==> images/final_placement.png <==
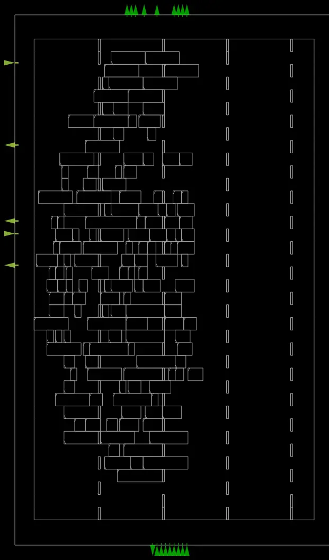
==> images/drive_strength.png <==
(3 px per um)
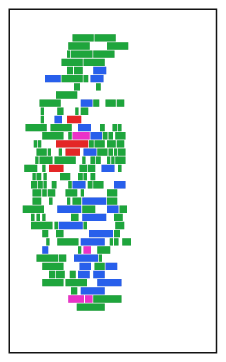
==> images/wire_density.png <==
(4 px per um) The die is cut into 14 by 23 equal tiles; dark purple is low, yellow is high, scaled to the fullest tile. Values are wire area over tile area, all layers added.
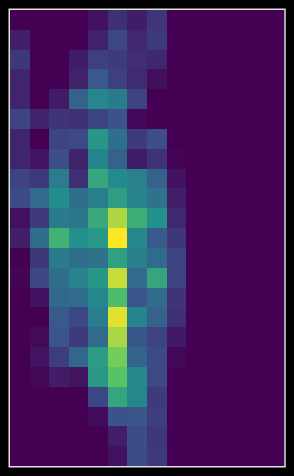
==> images/pdn.png <==
(6 px per um) Pins as bars on the die edge.
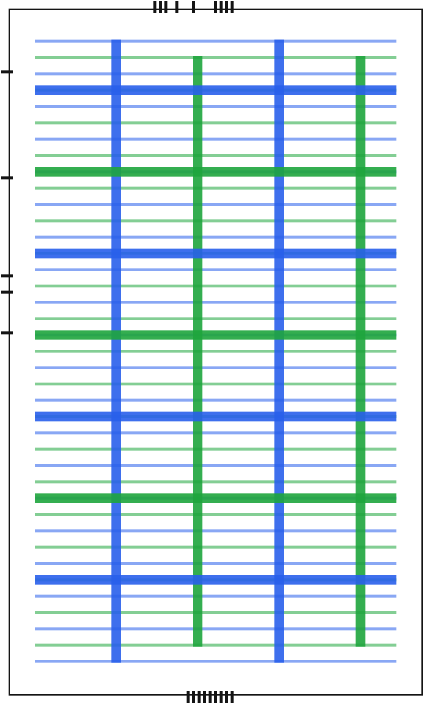
==> images/registers.png <==
(4 px per um) Other sequential cells in the stronger grey, the rest of the logic in the fainter grey.
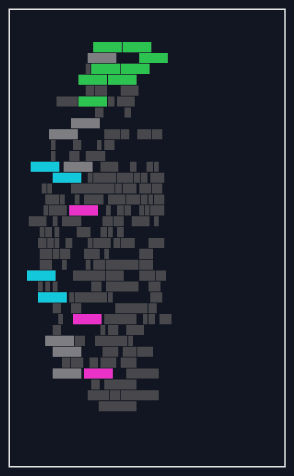
===== src/rtl/decoder_rr_arbiter.sv =====
// ---------------------------------------------------------------------------
// decoder_rr_arbiter
//
// Round-robin arbiter that shares one 3-to-8 line decoder between eight
// requesters. One requester is granted at a time. The grant is held for at
// most MAX_HOLD cycles, and a single break-before-make RELEASE cycle always
// separates two grants.
//
// Parameters
//   MAX_HOLD  maximum consecutive grant cycles (legal range 1..15)
//
// Ports
//   i_clock   rising-edge clock
//   i_resetn  synchronous active-low reset
//   i_req     request vector; bit i high = requester i wants the decoder
//   o_enable  decoder enable, high only while a grant is active
//   o_a       select MSB (granted index bit 2)
//   o_b       select bit 1
//   o_c       select LSB (bit 0)
//   o_f       one-hot grant vector, zero whenever o_enable is low
//   o_busy    high in GRANT and RELEASE
// ---------------------------------------------------------------------------
module decoder_rr_arbiter #(
  parameter int MAX_HOLD = 4
) (
  input  logic       i_clock,
  input  logic       i_resetn,
  input  logic [7:0] i_req,
  output logic       o_enable,
  output logic       o_a,
  output logic       o_b,
  output logic       o_c,
  output logic [7:0] o_f,
  output logic       o_busy
);

  localparam logic [1:0] ST_IDLE    = 2'd0;
  localparam logic [1:0] ST_GRANT   = 2'd1;
  localparam logic [1:0] ST_RELEASE = 2'd2;

  localparam logic [3:0] HOLD_LIMIT = 4'(MAX_HOLD);

  logic [1:0] r_state;
  logic [2:0] r_ptr;
  logic [3:0] r_cnt;
  logic [2:0] r_sel;
  logic       r_enable;
  logic [7:0] r_f;
  logic       r_busy;

  logic [1:0] w_nextState;
  logic [2:0] w_nextPtr;
  logic [3:0] w_nextCnt;
  logic [2:0] w_nextSel;
  logic [2:0] w_winner;
  logic [2:0] w_idx;

  // Round-robin search. Indices are scanned from the lowest priority
  // (r_ptr itself) to the highest (r_ptr+1), so the nearest requesting
  // index after the pointer overwrites any farther one.
  always_comb begin
    w_winner = r_ptr;
    w_idx    = r_ptr;
    for (int off = 8; off >= 1; off--) begin
      w_idx = r_ptr + 3'(off);
      if (i_req[w_idx]) begin
        w_winner = w_idx;
      end
    end
  end

  // Next-state logic. The pointer only moves when a grant ends, so the
  // index that just finished becomes the lowest priority for the next search.
  always_comb begin
    w_nextState = r_state;
    w_nextPtr   = r_ptr;
    w_nextCnt   = r_cnt;
    w_nextSel   = r_sel;
    case (r_state)
      ST_IDLE: begin
        if (|i_req) begin
          w_nextSel   = w_winner;
          w_nextCnt   = 4'd1;
          w_nextState = ST_GRANT;
        end
      end
      ST_GRANT: begin
        if (!i_req[r_sel] || (r_cnt == HOLD_LIMIT)) begin
          w_nextState = ST_RELEASE;
          w_nextPtr   = r_sel;
        end else begin
          w_nextCnt = r_cnt + 4'd1;
        end
      end
      ST_RELEASE: begin
        w_nextState = ST_IDLE;
      end
      default: begin
        w_nextState = ST_IDLE;
      end
    endcase
  end

  // State and output registers. The outputs are decoded from the next
  // state, so they are registered yet still line up with the state they
  // describe. There is no combinational path from i_req to any output.
  always_ff @(posedge i_clock) begin
    if (!i_resetn) begin
      r_state  <= ST_IDLE;
      r_ptr    <= 3'd7;
      r_cnt    <= 4'd0;
      r_sel    <= 3'd0;
      r_enable <= 1'b0;
      r_f      <= 8'd0;
      r_busy   <= 1'b0;
    end else begin
      r_state  <= w_nextState;
      r_ptr    <= w_nextPtr;
      r_cnt    <= w_nextCnt;
      r_sel    <= w_nextSel;
      r_enable <= (w_nextState == ST_GRANT);
      r_f      <= (w_nextState == ST_GRANT) ? (8'd1 << w_nextSel) : 8'd0;
      r_busy   <= (w_nextState != ST_IDLE);
    end
  end

  assign o_enable = r_enable;
  assign o_a      = r_sel[2];
  assign o_b      = r_sel[1];
  assign o_c      = r_sel[0];
  assign o_f      = r_f;
  assign o_busy   = r_busy;

endmodule


===== config.mk =====
export PLATFORM = sky130hd
export DESIGN_NAME = decoder_rr_arbiter
export DESIGN_NICKNAME = d
export VERILOG_FILES = /design/src/rtl/decoder_rr_arbiter.sv
export SDC_FILE = /design/constraint.sdc
export NUM_CORES = 1
export LEC_CHECK = 0
export CAP_MARGIN = 20
export CORE_ASPECT_RATIO = 1.75
export CORE_MARGIN = 4
export CORE_UTILIZATION = 25
export DETAILED_ROUTE_END_ITERATION = 8
export DONT_BUFFER_PORTS = 1
export GPL_ROUTABILITY_DRIVEN = 0
export MAX_ROUTING_LAYER = met4
export RECOVER_POWER = 100
export SYNTH_ARGS = -nofsm -noshare
export SYNTH_HDL_FRONTEND = slang
export SYNTH_SLANG_ARGS = --single-unit

===== constraint.sdc =====
create_clock -name i_clock -period 3.8 [get_ports i_clock]
set_input_delay 0.57 -clock i_clock [delete_from_list [all_inputs] [get_ports i_clock]]
set_output_delay 0.57 -clock i_clock [all_outputs]
set_load 0.01 [all_outputs]

==> flow_summary.toml <==
# physical design summary
[power]
clock_power_share_pct = 15.3
power_leakage_nw = 0.645
post-layout-total-power_mw = 1.40
swShare_pct = 43.5
p_int_mw = 0.790
p_clk_mw = 0.215
combinationalPowerShare_pct = 58.5
power_per_cell_area_nw_per_um2 = 813

[run_status]
outcome = "complete, no violations"

[cts]
clock-root-buffer = "clkbuf_8"
hold_buffers = 0
ctsLongestPathBuffers = 2
cts_max_level = 1
clkTransAtPathRegs_ns = 0.08

[min_path]
hold-path-cell-count = 1

[die]
floorplan.rows = 38
fp.dieH_um = 114
floorplan.die_area_um2 = 7820
die_x_um = 68.6

[finish]
final-nonclk-buf-share_pct = 0.873
final_util_pct = 27.6
final.fill_count = 656
mostFrequentLayoutCell = "dfxtp_1"
ff_latch_area_um2 = 440
area_dominant_class = "combinational gates"
post_layout_nonfiller_instances = 236
nonClockInverterCount = 12
mi_logic_area_um2 = 1050
design.final.nets = 171

[detailed_routing]
detail_route.vias_per_cell = 5.22
drt-wirelength-per-cell_um = 16.7
ant_nets = 0
drc_errors = 0

[sta]
finalHoldViolCount = 0
setup_total_negative_slack_ns = 0
post-route-period-util_pct = 80.3
final_hold_slack_ns = 0.367
grt_setup_unrepaired = "false"
max-slew-margin-rel_pct = 52.7
postLayoutSetupSlackWorst_ns = 0.747

[yosys]
synth_area_leader_cell = "dfxtp_1"
postSynth.asyncResetShare_pct = 0
ys_dominant_reg_cell = "dfxtp_1"
synth_top_cell_by_count = "dfxtp_1"
syn_nets = 170
yosys_warnings = 0
yosysTopAreaCellShare_pct = 27.4
synth_area_um2 = 1610
ys_area_um2 = 1610

[setup_path]
r2r-end = "o_f[3]"
critical_path.startpoint = "r_ptr[0]"
path_max_fanout = 14
worstPathArrival_ns = 3.25
reg2reg_depth = 10
cp-endpoint = "o_f[3]"
setup.worst_path.class = "reg2reg"

[placed_design]
postPlaceCellArea_um2 = 1680
post-dp-hpwl_um = 3160

[global_routing]
number_of_global_route_vias_before_repair = 1245
gr-total-overflow = 0
grt_pass1_wl_um = 6260

[flow_run]
max_cap_violations = 0
Back to the opening pictures, final_placement.png:
number of sequential cells in the layout: 22
sequential fraction of total cell area: 25.6%

Back to the opening pictures, drive_strength.png:
colour	size	cells
magenta	drive 3 to 4	4
green	drive 1 or less	122
red	drive 6 and up	4
blue	drive 2	26

Back to the opening pictures, wire_density.png:
fullest tile	0.57
mean over tiles	0.079
nearly empty tiles	53%
tiles over half the peak	6.5%
densest ninth of the die	middle

Back to the opening pictures, pdn.png:
colour	net
blue	VSS
green	VDD
met1 rails	39
rows	38
met5 straps	7

Back to the opening pictures, registers.png:
colour	netlist name	placed flops
cyan	r_cnt	4
green	o_f	8
magenta	r_ptr	3
not coloured	7

[metal layers]
layer  share of wire [%]  global-route usage (%)
met4                 3.2                    5.31
met1                  32                    9.93
met5                   0                       -
met2                  61                    21.0
met3                 3.6                    2.17
[worst max-delay path: stages (launching register included)]
cell and delay, ns:
dfxtp_1 0.32, buf_4 0.23, inv_1 0.12, ha_1 0.51, mux4_2 0.41, mux2i_1 0.25
o21ai_0 0.14, a211oi_1 0.31, o31ai_2 0.13, a221o_2 0.39, nor3b_2 0.18
[cells by family after synthesis]
group / share of synthesized area, %
AND-OR/OR-AND: 14.7
XOR/XNOR: 3.27
adder cells (fa/ha/maj): 3.12
buffers and inverters: 5.46
flip-flops: 27.4
multiplexers: 28.8
AND/OR/NAND/NOR: 17.2
